===== config.mk =====
export PLATFORM = sky130hd
export DESIGN_NAME = pipelined_alu_flat
export DESIGN_NICKNAME = d
export VERILOG_FILES = /design/src/rtl/pipelined_alu_if.sv /design/src/rtl/pipelined_alu.sv /design/src/flat_wrapper.sv
export SDC_FILE = /design/constraint.sdc
export NUM_CORES = 1
export LEC_CHECK = 0
export CAP_MARGIN = 20
export CORE_MARGIN = 2
export CORE_UTILIZATION = 60
export CTS_CLUSTER_DIAMETER = 60
export DETAILED_ROUTE_END_ITERATION = 8
export GPL_TIMING_DRIVEN = 0
export PLACE_DENSITY_LB_ADDON = 0.25
export RECOVER_POWER = 100
export SLEW_MARGIN = 5
export SYNTH_ARGS = -nofsm -noshare
export SYNTH_HDL_FRONTEND = slang
export SYNTH_SLANG_ARGS = --single-unit

===== constraint.sdc =====
create_clock -name clk -period 7.9 [get_ports clk]
set_clock_uncertainty 0.05 [all_clocks]
set_input_delay 0.79 -clock clk [delete_from_list [all_inputs] [get_ports clk]]
set_output_delay 0.79 -clock clk [all_outputs]
set_load 0.01 [all_outputs]

===== src/rtl/pipelined_alu_if.sv =====
`default_nettype none
// ============================================================================
// Module   : pipelined_alu_if
// Purpose  : Valid/ready operand bus and result bus of the pipelined ALU.
//            The master drives operations and consumes results; the slave
//            is the ALU itself.
// Revision : 1.0 - initial release
// ============================================================================
interface pipelined_alu_if #(
    parameter int WIDTH     = 8,
    parameter int ERR_CNT_W = 8
);
    // Operation input side
    logic                 in_valid;
    logic                 in_ready;
    logic [2:0]           opcode;
    logic [WIDTH-1:0]     a;
    logic [WIDTH-1:0]     b;

    // Result output side
    logic                 out_valid;
    logic                 out_ready;
    logic [WIDTH-1:0]     result;
    logic                 carry;
    logic                 zero;
    logic                 err;
    logic [ERR_CNT_W-1:0] err_cnt;

    modport master (
        output in_valid, opcode, a, b, out_ready,
        input  in_ready, out_valid, result, carry, zero, err, err_cnt
    );

    modport slave (
        input  in_valid, opcode, a, b, out_ready,
        output in_ready, out_valid, result, carry, zero, err, err_cnt
    );
endinterface
`default_nettype wire


===== src/rtl/pipelined_alu.sv =====
`default_nettype none
// ============================================================================
// Module   : pipelined_alu
// Purpose  : Two-stage valid/ready ALU. S1 registers the operation, S2
//            registers the computed result and flags. Full throughput while
//            the consumer is ready; at most two operations buffered otherwise.
// Revision : 1.0 - initial release
// ============================================================================
module pipelined_alu #(
    parameter int WIDTH     = 8,
    parameter int ERR_CNT_W = 8
) (
    input  wire logic          clk,
    input  wire logic          rst_n,
    pipelined_alu_if.slave     bus
);
    // Shift amount uses only the low log2(WIDTH) bits of operand B
    localparam int SHW = (WIDTH > 1) ? $clog2(WIDTH) : 1;

    localparam logic [2:0] OP_ADD = 3'b000;
    localparam logic [2:0] OP_SUB = 3'b001;
    localparam logic [2:0] OP_AND = 3'b010;
    localparam logic [2:0] OP_OR  = 3'b011;
    localparam logic [2:0] OP_XOR = 3'b100;
    localparam logic [2:0] OP_SHL = 3'b101;
    localparam logic [2:0] OP_SHR = 3'b110;
    localparam logic [2:0] OP_ILL = 3'b111;

    // Stage 1: captured operation
    logic                 s1_valid_q;
    logic [2:0]           s1_op_q;
    logic [WIDTH-1:0]     s1_a_q;
    logic [WIDTH-1:0]     s1_b_q;

    // Stage 2: computed result and flags
    logic                 s2_valid_q;
    logic [WIDTH-1:0]     result_q;
    logic                 carry_q;
    logic                 zero_q;
    logic                 err_q;
    logic [ERR_CNT_W-1:0] err_cnt_q;

    // Next-state values computed from S1
    logic [WIDTH-1:0]     result_d;
    logic                 carry_d;
    logic                 zero_d;
    logic                 err_d;

    logic                 advance;
    logic                 in_ready;
    logic                 accept;
    logic [WIDTH:0]       sum_w;
    logic [WIDTH:0]       diff_w;
    logic [SHW-1:0]       shamt_w;

    // S2 (and with it S1) moves whenever S2 is empty or being drained
    assign advance  = !s2_valid_q || bus.out_ready;
    // Held low during reset so nothing is accepted while the block is cleared
    assign in_ready = rst_n && (!s1_valid_q || advance);
    assign accept   = bus.in_valid && in_ready;

    assign sum_w    = {1'b0, s1_a_q} + {1'b0, s1_b_q};
    assign diff_w   = {1'b0, s1_a_q} - {1'b0, s1_b_q};
    assign shamt_w  = s1_b_q[SHW-1:0];

    // Operation decode; every opcode value listed, defaults prevent latches
    always_comb begin
        result_d = '0;
        carry_d  = 1'b0;
        err_d    = 1'b0;
        case (s1_op_q)
            OP_ADD: begin
                result_d = sum_w[WIDTH-1:0];
                carry_d  = sum_w[WIDTH];
            end
            OP_SUB: begin
                // Bit WIDTH of the extended difference is the borrow (a < b)
                result_d = diff_w[WIDTH-1:0];
                carry_d  = diff_w[WIDTH];
            end
            OP_AND: result_d = s1_a_q & s1_b_q;
            OP_OR:  result_d = s1_a_q | s1_b_q;
            OP_XOR: result_d = s1_a_q ^ s1_b_q;
            OP_SHL: result_d = s1_a_q << shamt_w;
            OP_SHR: result_d = s1_a_q >> shamt_w;
            OP_ILL: err_d    = 1'b1;
        endcase
        zero_d = !err_d && (result_d == '0);
    end

    // S1: load on accept, empty out when its content moves to S2
    always_ff @(posedge clk or negedge rst_n) begin
        if (!rst_n) begin
            s1_valid_q <= 1'b0;
            s1_op_q    <= 3'b000;
            s1_a_q     <= '0;
            s1_b_q     <= '0;
        end else if (accept) begin
            s1_valid_q <= 1'b1;
            s1_op_q    <= bus.opcode;
            s1_a_q     <= bus.a;
            s1_b_q     <= bus.b;
        end else if (advance) begin
            s1_valid_q <= 1'b0;
        end
    end

    // S2: take S1's computed result; output data only changes on a real load
    always_ff @(posedge clk or negedge rst_n) begin
        if (!rst_n) begin
            s2_valid_q <= 1'b0;
            result_q   <= '0;
            carry_q    <= 1'b0;
            zero_q     <= 1'b0;
            err_q      <= 1'b0;
        end else if (advance) begin
            s2_valid_q <= s1_valid_q;
            if (s1_valid_q) begin
                result_q <= result_d;
                carry_q  <= carry_d;
                zero_q   <= zero_d;
                err_q    <= err_d;
            end
        end
    end

    // Saturating count of illegal operations accepted at the input
    always_ff @(posedge clk or negedge rst_n) begin
        if (!rst_n) begin
            err_cnt_q <= '0;
        end else if (accept && (bus.opcode == OP_ILL) && !(&err_cnt_q)) begin
            err_cnt_q <= err_cnt_q + ERR_CNT_W'(1);
        end
    end

    assign bus.in_ready  = in_ready;
    assign bus.out_valid = s2_valid_q;
    assign bus.result    = result_q;
    assign bus.carry     = carry_q;
    assign bus.zero      = zero_q;
    assign bus.err       = err_q;
    assign bus.err_cnt   = err_cnt_q;

endmodule
`default_nettype wire


===== src/flat_wrapper.sv =====
// flat-port wrapper written by rule: the top's interface ports become plain ports
module pipelined_alu_flat 
#(
    parameter int WIDTH     = 8,
    parameter int ERR_CNT_W = 8
)
  (clk, rst_n, bus_in_valid, bus_opcode, bus_a, bus_b, bus_out_ready, bus_in_ready, bus_out_valid, bus_result, bus_carry, bus_zero, bus_err, bus_err_cnt);
  pipelined_alu_if #(.WIDTH(WIDTH), .ERR_CNT_W(ERR_CNT_W)) bus_i ();
  input  wire logic clk;
  input  wire logic rst_n;
  input wire logic [$bits(bus_i.in_valid)-1:0] bus_in_valid;
  input wire logic [$bits(bus_i.opcode)-1:0] bus_opcode;
  input wire logic [$bits(bus_i.a)-1:0] bus_a;
  input wire logic [$bits(bus_i.b)-1:0] bus_b;
  input wire logic [$bits(bus_i.out_ready)-1:0] bus_out_ready;
  output wire logic [$bits(bus_i.in_ready)-1:0] bus_in_ready;
  output wire logic [$bits(bus_i.out_valid)-1:0] bus_out_valid;
  output wire logic [$bits(bus_i.result)-1:0] bus_result;
  output wire logic [$bits(bus_i.carry)-1:0] bus_carry;
  output wire logic [$bits(bus_i.zero)-1:0] bus_zero;
  output wire logic [$bits(bus_i.err)-1:0] bus_err;
  output wire logic [$bits(bus_i.err_cnt)-1:0] bus_err_cnt;
  assign bus_i.in_valid = bus_in_valid;
  assign bus_i.opcode = bus_opcode;
  assign bus_i.a = bus_a;
  assign bus_i.b = bus_b;
  assign bus_i.out_ready = bus_out_ready;
  assign bus_in_ready = bus_i.in_ready;
  assign bus_out_valid = bus_i.out_valid;
  assign bus_result = bus_i.result;
  assign bus_carry = bus_i.carry;
  assign bus_zero = bus_i.zero;
  assign bus_err = bus_i.err;
  assign bus_err_cnt = bus_i.err_cnt;
  pipelined_alu #(.WIDTH(WIDTH), .ERR_CNT_W(ERR_CNT_W)) u_core (.clk(clk), .rst_n(rst_n), .bus(bus_i));
endmodule

==> metrics.cfg <==
[placement]
dp_hpwl_mm=6.14
gp_congestion=0.943
place_area_um2=3630
io_buffers=43

[grt]
overflow=0
antenna_found_initial=0
grt_max_degree=23

[timing]
finalCriticalPeriod_ps=3700
setup_viol=0
rsz0062_at_grt=no
worst_pin_slew_ps=1110
drv_slew=0
clock.fmax_mhz=270
hold_viol=0
max_slew_margin=0.262

[finish]
areaGrowthSynthToFinish_pct=20.1
comb_area_um2=1920
fillCellCount=393
diodes=0
final_cell_area_um2=3710
layout.nets=421

[die]
chipArea_um2=5740
coreArea_um2=5040
die_h_um=75.8
die_x_um=75.8
pin_count=44

[drt]
post-route-drc-count=0
drt_iter0_markers=184
first_pass_iters=4
antenna_left=0
num_vias=2698
routed_via_density=6.12
wire_per_inst_um=18.2

[critical_path]
cp-start-kind=register
cp_top_family=AND-OR/OR-AND gates
crit_chain=clkbuf_1, clkinv_1, ha_1, o21bai_1, a2111oi_0, o211ai_1, nand3_1, mux2i_1, a21oi_1, a32o_1
crit_fanout=7
worstPathRequired_ps=8040
crit_type=register to register
cpMaxStageDelayCell=a2111oi_0
cp-end-kind=register
path_buffers=2

[power]
p_per_area_nw_per_um2=249
p_leak_nw=1.69
vdd_ir_drop_max_v=0.000140

[clock_tree]
path_clk_slew_ps=80
root_buffer=clkbuf_8
post_cts_buffers=0
h-tree-depth=2
cts_resized=0
cts_tree=done
cts_max_path_buffers=2

[synth]
area_leaders=dfrtp_1 32%, ha_1 11%, mux2_2 7.6%
ys_cells=319
postSynthCellCount=319
yosysWarningCount=0
synth.most_common_cell=dfrtp_1
ys_seq_frac=0.324
syn_area_um2=3090
synth_cell_type_count=54
ff_type=dfrtp_1
edf_count=0
synth-async-reset-ratio=1.00
netlist_top_cells_count=40 x dfrtp_1, 27 x nand2_1, 26 x ha_1
ys_ff=40
synth_area_leader_cell=dfrtp_1
synth.top_cell.area_share=0.324
syn_avg_cell_area_um2=9.69

[hold_path]
min-delay-path-class=register to register

[run_status]
outcome=completed

[flow_run]
drv_cap=0
warning_count=43

==> state kept, by name (all words and copies together) (netlist names) <==
signal and cells:
u_core.s1_op_q 3, u_core.bus.carry 1, u_core.bus.zero 1, u_core.s1_valid_q 1, u_core.s1_a_q 8, u_core.s1_b_q 8, u_core.bus.err_cnt 8, u_core.bus.err 1
u_core.bus.out_valid 1, u_core.bus.result 8
==> through the flow <==
stage	std cells	power [mW]	util	setup slack, ps	hold WS [ps]
floorplan	319	0.592	-	5340	429
global placement	432	0.744	0.716	3640	410
detailed placement	433	0.759	0.720	4580	427
CTS	441	0.938	0.743	4460	416
global route	441	0.984	0.736	4110	461
finish	441	0.925	0.736	4200	436
==> final timing paths <==
path                                           start              endpoint  slack [ps]  cells past startpoint
worst max-delay path                u_core.s1_b_q[1]       u_core.bus.zero        4200                     10
worst min-delay path            u_core.bus.result[7]  u_core.bus.result[7]         440                      2
worst max register to register      u_core.s1_b_q[1]       u_core.bus.zero        4200                     10
worst min register to register  u_core.bus.result[7]  u_core.bus.result[7]         440                      2
max in group asynchronous                      rst_n      u_core.s1_b_q[2]        5630                      2
min in group asynchronous                      rst_n  u_core.bus.result[6]         620                      1
==> where the power goes <==
group          leakage, nW  internal (mW)  switching (mW)  total, mW
logic                 1.14          0.211           0.240      0.451
clock network       0.0548         0.0952          0.0794      0.175
registers            0.497          0.250          0.0498      0.300
total                 1.69          0.556           0.369      0.925
==> tightest hold or removal path: cells and delay by family, from the launching register on <==
kind,cells,cell delay [ps]
flops,1,340
compound gates,1,60
simple gates,1,40
==> final cells by class <==
type / count / area share
multi-input combinational: 240 / 0.516
sequential: 40 / 0.270
timing repair buffer: 44 / 0.115
inverter: 24 / 0.0243
tap: 70 / 0.0236
buffer: 15 / 0.0199
clock buffer: 5 / 0.0185
clock inverter: 3 / 0.0125
==> cells in the final DEF (no fill, tap or decap), drive strengths merged, types with 3 or more instances in the layout <==
| cell | n |
|---|---|
| xor2 | 3 |
| and3 | 3 |
| o2111ai | 3 |
| nand2b | 10 |
| mux2i | 10 |
| o211ai | 3 |
| nor2b | 4 |
| nand3 | 6 |
| a211oi | 6 |
| a21oi | 14 |
| a22o | 4 |
| nor3b | 3 |
| nor3 | 7 |
| dfrtp | 40 |
| and2 | 3 |
| o21ai | 11 |
| clkbuf | 15 |
| nand4 | 4 |
| inv | 24 |
| a211o | 3 |
| buf | 7 |
| o21bai | 4 |
| a31oi | 3 |
| nand2 | 27 |
| nor2 | 17 |
| mux2 | 21 |
| dlygate4sd3 | 22 |
| mux4 | 6 |
| a221o | 6 |
| clkdlybuf4s50 | 20 |
| xnor2 | 8 |
| ha | 26 |
==> metal layers <==
layer	global-route usage	wire length [um]
met5	0	0
met4	0.0741	158
met3	0.0489	539
met2	0.506	3920
met1	0.389	3390
==> cell families after synthesis <==
| group | Yosys count | synth area share |
|---|---|---|
| xor+xnor | 11 | 0.0312 |
| buf+inv | 39 | 0.0563 |
| compound gates | 74 | 0.173 |
| simple gates | 90 | 0.145 |
| mux | 37 | 0.153 |
| fa+ha+maj | 28 | 0.118 |
| flops | 40 | 0.324 |
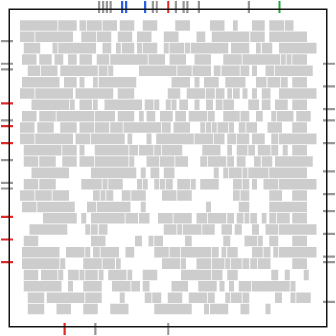
**Above:** I/O pins on the die edge.
Pins as bars across the die edge, other pins in gray.
Key: bus_opcode = blue [pins 3, direction input, edge top]; bus_out_valid = green [pins 1, direction output, edge top]; bus_a = red [pins 8, direction input, edge 6 left, 1 bottom, 1 top]
All pins by edge: 16 top, 13 left, 12 right, 3 bottom.

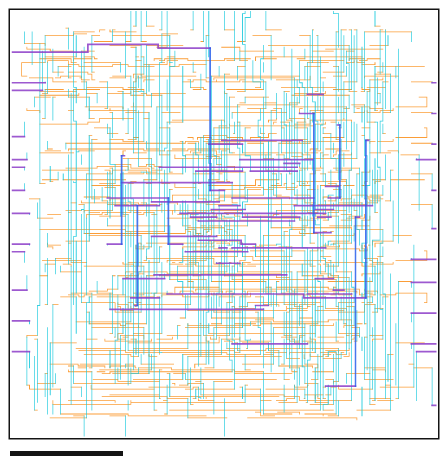
**Above:** routed metal, one color a layer.
Scale bar: 20 um.
Key: metal 2 = cyan [wire length 3920 um]; metal 1 = orange [wire length 3390 um]; metal 4 = blue [wire length 158 um]; metal 3 = purple [wire length 539 um]

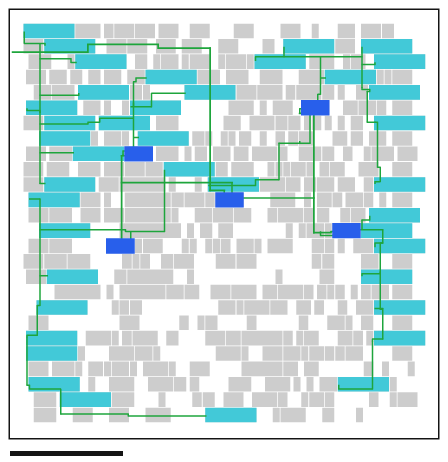
**Above:** clock distribution.
Scale bar: 20 um.
Key: clock wires = green [length 529 um]; clock drivers = blue [count 5]; flip-flops = cyan [count 40]
There are 6 routed clock nets.
clock power share: 0.189
clock-net power: 175 uW
clk_lat worst skew: 300 ps

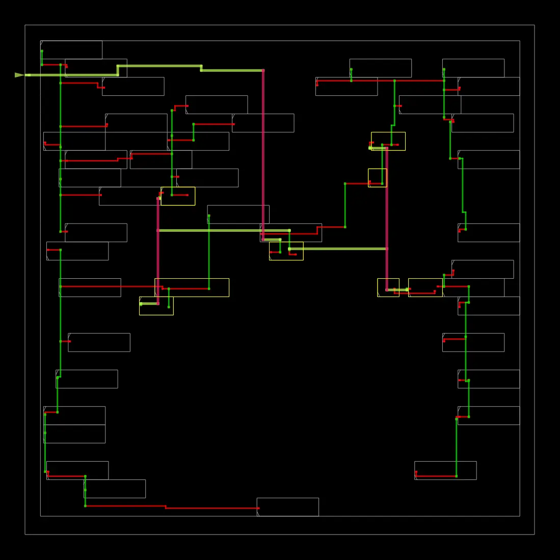
**Above:** clock nets.
flip-flops: 40
Clock Sinks: 40
number of buffers created by CTS: 5
Clock buffer cells: 5

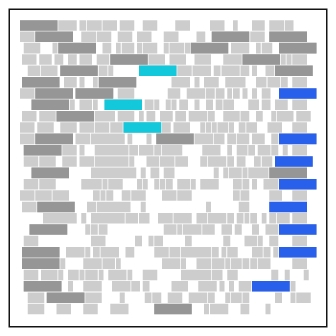
**Above:** where the registers sit.
Other sequential cells in the stronger gray, the rest of the logic in the fainter gray.
Key: u_core.bus.result = blue [sequential cells 8]; u_core.s1_op_q = cyan [sequential cells 3]
Another 29 sequential cells are not colored.
fin util: 0.736
total area of sequential cells: 1000 um^2
total sequential power: 300 uW
sequential cell area share: 0.270

Power and IR drop assume default switching activity.
